**Signal wires on met1**

Scale bar: 20 um. Supply wires on this layer in grey.
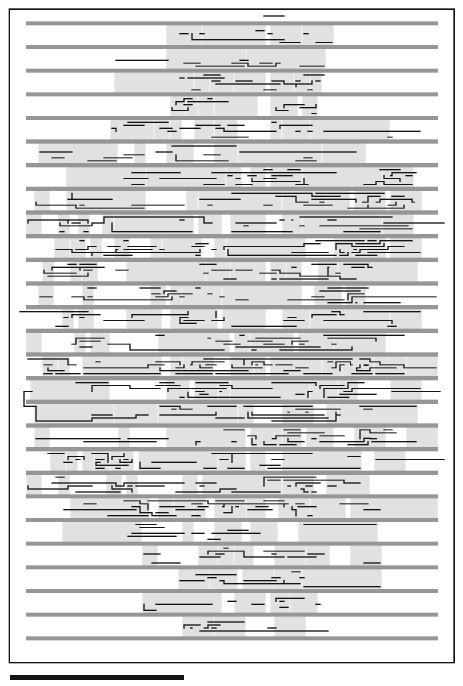
**Where the registers sit**

Scale bar: 20 um. Other sequential cells in the stronger grey, the rest of the logic in the fainter grey.
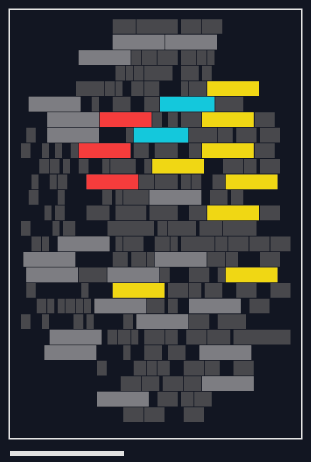
**Routing congestion**

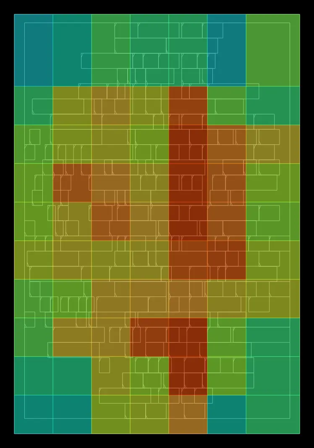
**Nets reached from selected ports**

Scale bar: 20 um.
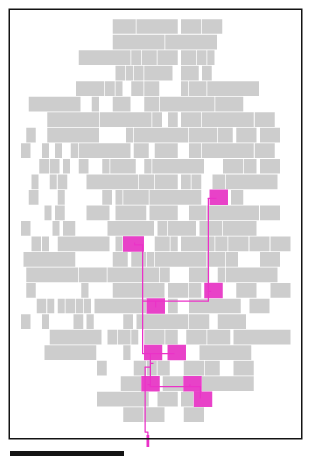
**Routed metal, one colour a layer**

Only two layers are drawn.
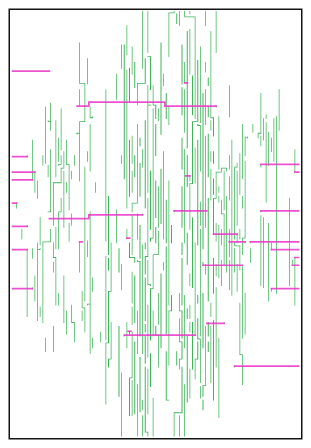
$ cat src/rtl/serial_arith_pkg.sv
// Shared definitions for the serial add/subtract datapath.
//   state_t          : controller states (IDLE, ADD, DONE)
//   MODE_ADD/MODE_SUB: values of the mode input
//   count_width()    : width of the step counter for a given step count
package serial_arith_pkg;

  typedef enum logic [1:0] {
    IDLE = 2'd0,
    ADD  = 2'd1,
    DONE = 2'd2
  } state_t;

  localparam logic MODE_ADD = 1'b0;
  localparam logic MODE_SUB = 1'b1;

  // A counter always needs at least one bit, even for a single step.
  function automatic int count_width(input int steps);
    return (steps > 1) ? $clog2(steps) : 1;
  endfunction

endpackage

$ cat src/rtl/serial_digit_adder.sv
// Combinational DIGIT-bit ripple adder used once per serial step.
//   a_dig, b_dig : operand digits
//   cin          : carry into bit 0
//   sum          : digit sum
//   cout         : carry out of the digit's top bit
//   c_msb_in     : carry into the digit's top bit (for signed overflow)
module serial_digit_adder
  import serial_arith_pkg::*;
#(
  parameter int DIGIT = 1
) (
  input  logic [DIGIT-1:0] a_dig,
  input  logic [DIGIT-1:0] b_dig,
  input  logic             cin,
  output logic [DIGIT-1:0] sum,
  output logic             cout,
  output logic             c_msb_in
);

  always_comb begin
    logic c;
    c        = cin;
    c_msb_in = cin;
    sum      = '0;
    for (int i = 0; i < DIGIT; i++) begin
      if (i == DIGIT - 1) c_msb_in = c;
      sum[i] = a_dig[i] ^ b_dig[i] ^ c;
      c      = (a_dig[i] & b_dig[i]) | (c & (a_dig[i] ^ b_dig[i]));
    end
    cout = c;
  end

endmodule

$ cat src/rtl/serial_addsub.sv
// Digit-serial adder/subtractor with valid/ready handshake on both sides.
//   clk, rst             : clock, asynchronous active-low reset
//   en, mode, a, b       : request (mode 0 = a+b, 1 = a-b), taken when in_ready
//   in_ready             : a request can be accepted this cycle
//   out                  : result, built LSB-first from the top end
//   carry_out, overflow  : unsigned carry (1 = no borrow on sub), signed overflow
//   out_valid, out_ready : result handshake
//
// state | meaning
// IDLE  | waiting for a request
// ADD   | one DIGIT-wide slice added per cycle, STEPS cycles total
// DONE  | result and flags held until the consumer takes them
module serial_addsub
  import serial_arith_pkg::*;
#(
  parameter int WIDTH = 8,
  parameter int DIGIT = 1
) (
  input  logic             clk,
  input  logic             rst,
  input  logic             en,
  input  logic             mode,
  input  logic [WIDTH-1:0] a,
  input  logic [WIDTH-1:0] b,
  output logic             in_ready,
  output logic [WIDTH-1:0] out,
  output logic             carry_out,
  output logic             overflow,
  output logic             out_valid,
  input  logic             out_ready
);

  localparam int STEPS = WIDTH / DIGIT;
  localparam int CW    = count_width(STEPS);
  localparam logic [CW-1:0] LAST = CW'(STEPS - 1);

  generate
    if (WIDTH < 2 || DIGIT < 1 || (WIDTH % DIGIT) != 0) begin : g_param_check
      $error("serial_addsub: DIGIT must divide WIDTH and WIDTH must be >= 2");
    end
  endgenerate

  state_t           state;
  logic [WIDTH-1:0] a_reg;
  logic [WIDTH-1:0] b_reg;
  logic             carry;
  logic [CW-1:0]    count;
  logic [DIGIT-1:0] dig_sum;
  logic             dig_cout;
  logic             dig_cmsb;
  logic             accept;

  assign in_ready = (state == IDLE) || ((state == DONE) && out_ready);
  assign accept   = en && in_ready;

  serial_digit_adder #(.DIGIT(DIGIT)) u_digit (
    .a_dig    (a_reg[DIGIT-1:0]),
    .b_dig    (b_reg[DIGIT-1:0]),
    .cin      (carry),
    .sum      (dig_sum),
    .cout     (dig_cout),
    .c_msb_in (dig_cmsb)
  );

  always_ff @(posedge clk or negedge rst) begin
    if (!rst) begin
      state     <= IDLE;
      a_reg     <= '0;
      b_reg     <= '0;
      carry     <= 1'b0;
      count     <= '0;
      out       <= '0;
      carry_out <= 1'b0;
      overflow  <= 1'b0;
      out_valid <= 1'b0;
    end else if (accept) begin
      // Covers both a fresh start from IDLE and back-to-back retire+accept.
      // Subtraction is a + ~b + 1: invert b and seed the carry with 1.
      a_reg     <= a;
      b_reg     <= (mode == MODE_SUB) ? ~b : b;
      carry     <= mode;
      count     <= '0;
      out       <= '0;
      out_valid <= 1'b0;
      state     <= ADD;
    end else begin
      case (state)
        IDLE: ;
        ADD: begin
          a_reg <= a_reg >> DIGIT;
          b_reg <= b_reg >> DIGIT;
          // Concatenate then shift so the DIGIT==WIDTH case needs no special slice.
          out   <= WIDTH'({dig_sum, out} >> DIGIT);
          carry <= dig_cout;
          count <= count + 1'b1;
          if (count == LAST) begin
            carry_out <= dig_cout;
            overflow  <= dig_cmsb ^ dig_cout;
            out_valid <= 1'b1;
            state     <= DONE;
          end
        end
        DONE: begin
          if (out_ready) begin
            out_valid <= 1'b0;
            state     <= IDLE;
          end
        end
        default: state <= IDLE;
      endcase
    end
  end

endmodule

$ cat config.mk
export PLATFORM = sky130hd
export DESIGN_NAME = serial_addsub
export DESIGN_NICKNAME = d
export VERILOG_FILES = /design/src/rtl/serial_arith_pkg.sv /design/src/rtl/serial_digit_adder.sv /design/src/rtl/serial_addsub.sv
export SDC_FILE = /design/constraint.sdc
export NUM_CORES = 1
export LEC_CHECK = 0
export CAP_MARGIN = 10
export CORE_ASPECT_RATIO = 1.5
export CORE_MARGIN = 1.5
export CORE_UTILIZATION = 45
export DETAILED_ROUTE_END_ITERATION = 10
export GPL_TIMING_DRIVEN = 0
export PLACE_DENSITY = 0.8
export SYNTH_ARGS = -nofsm -noshare
export SYNTH_HDL_FRONTEND = slang
export SYNTH_SLANG_ARGS = --single-unit
$ cat constraint.sdc
create_clock -name clk -period 1.3 [get_ports clk]
set_input_delay 0.13 -clock clk [delete_from_list [all_inputs] [get_ports clk]]
set_output_delay 0.13 -clock clk [all_outputs]
set_load 0.1 [all_outputs]
==> flow_metrics.py <==
# Generated from Yosys and OpenROAD reports
metrics = {
    "drt": {
        "dr_wl_met2_mm": 2.11,
        "drc": 0,
        "top_layer_used": "met4",
        "ant_nets": 0,
    },
    "grt": {
        "antenna_found_initial": 0,
        "grt_max_degree": 21,
    },
    "clock_network": {
        "clkTransAtPathRegs_ns": 0.07,
        "cts_tree": "built",
        "cts_root_buffer": "clkbuf_8",
        "post-cts-setup-buffers": 2,
        "clk_path_buf_depth": 2,
        "cts_num_sinks": 33,
    },
    "timing": {
        "slew_headroom_pct": 51.5,
        "period_needed_ns": 1.36,
        "setup_ws_ns": -0.0554,
        "hold_viol_final": 0,
        "setup-violations-final": 14,
        "worst_slew_pin_slew_ns": 0.725,
    },
    "finish": {
        "num_antenna_cells": 0,
        "syn_to_final_growth_pct": 34.5,
    },
    "status": {
        "status": "complete, but fails checks",
        "violations": "negative setup slack",
    },
    "synth": {
        "xor_share_pct": 5.07,
        "ys_sh_simple_pct": 16.1,
        "syn_inst": 144,
        "synth-edff-count": 0,
        "yosysUniqueCellTypes": 28,
        "ys_ff": 33,
        "synthAoiAreaFrac_pct": 17.6,
        "adder_share_pct": 2.90,
        "synth_area_mm2": 0.00155,
    },
    "setup_path": {
        "r2r_slack_ns": -0.06,
        "worstPathArrival_ns": 1.53,
        "cp_max_fo": 6,
        "reg2reg_depth": 5,
    },
    "pwr": {
        "ir_drop_v": 0.00223,
        "totalPowerFinal_uw": 5850,
    },
    "flow_run": {
        "warnings": 28,
        "drv_cap": 0,
    },
    "placed_design": {
        "dp_cells": 218,
    },
}
Notes on 'signal wires on met1' above:
The layer holds 39% of the routed length. The layer carries 1510 um of wire. The wires run mostly horizontal.
M1 GR Usage: 25.0%
routed via count: 1284

Notes on 'where the registers sit' above:
Cyan shows `state`, placed flops 2. Red shows `count`, placed flops 3. Yellow shows `a_reg`, placed flops 8.
Another 20 sequential cells are not coloured.

Notes on 'routing congestion' above:
layer with the highest usage: met2
met2 GRT Util: 39.4%
GR Util All Layers: 22.7%
fin util: 62.4%

Notes on 'nets reached from selected ports' above:
Magenta shows `mode`, bits 1, direction input, end cells 9, buffers 1, wire 90.3 um.
Ports: 33
IO Port Bufs: 31

Notes on 'routed metal, one colour a layer' above:
Green shows met2, wire length 2110 um. Magenta shows met3, wire length 150 um.
post-detailed-route wirelength per cell: 16.8 um
WL final: 3.89 mm

[power by group]
part           total [uW]  switching, uW  internal, uW
clock network         745            365           380
registers            1780            293          1480
logic                3330           2150          1170
total                5850           2810          3040
[worst max-delay path: stages, from the launching register on]
cell and delay (ns):
dfrtp_2 0.43, nor2b_4 0.18, buf_6 0.13, a21oi_4 0.05, buf_6 0.14, a221o_1 0.30
[cells by family (layout without fill, tap and decap cells)]
kind of cell,Yosys count,after routing
xor gates and xnor gates,9,9
muxes,1,1
DFF,33,33
adders and majority gates,3,3
AOI/OAI and AO/OA,36,36
and+or+nand+nor,49,49
buffers and inverters,13,59
[final cells by class]
class                      count  area (um^2)
sequential                    33          828
multi-input combinational     98          697
timing repair buffer          38          339
fill                         272         1260
tap                           42         52.6
buffer                        10         82.6
inverter                       3         11.3
clock buffer                   8         80.1
[through the flow]
step                setup TNS [ns]  cell area, um^2  utilization (%)  hold slack, ns
floorplan                        0             1580                -          -0.166
global placement            -27.44             1940             57.8           0.472
detailed placement          -13.37             1970             58.7           0.480
CTS                         -0.743             2030             60.5           0.288
global route                 -1.24             2090             62.4           0.321
finish                      -0.608             2090             62.4           0.269
[placed cells by master, fill, tap and decap left out, drive strengths merged]
master	instances
and3	6
clkdlybuf4s50	19
fa	1
clkbuf	12
nand3b	1
mux2	1
dfrtp	33
a32oi	2
nand2b	2
nor2	3
o21bai	1
a21oi	1
xor2	9
buf	25
and2	7
o31ai	2
nand2	24
inv	3
o22ai	1
ha	2
a221o	13
nand3	2
nor2b	4
o21ai	16
[layer usage]
layer / global-route usage (%) / vias up
met5: 0 / -
met4: 14.4 / 0
met3: 5.16 / 11
met2: 39.4 / 35
met1: 25.0 / 645
li1: - / 593
Power figures rest on the tool's default switching activity, not on a simulated workload.
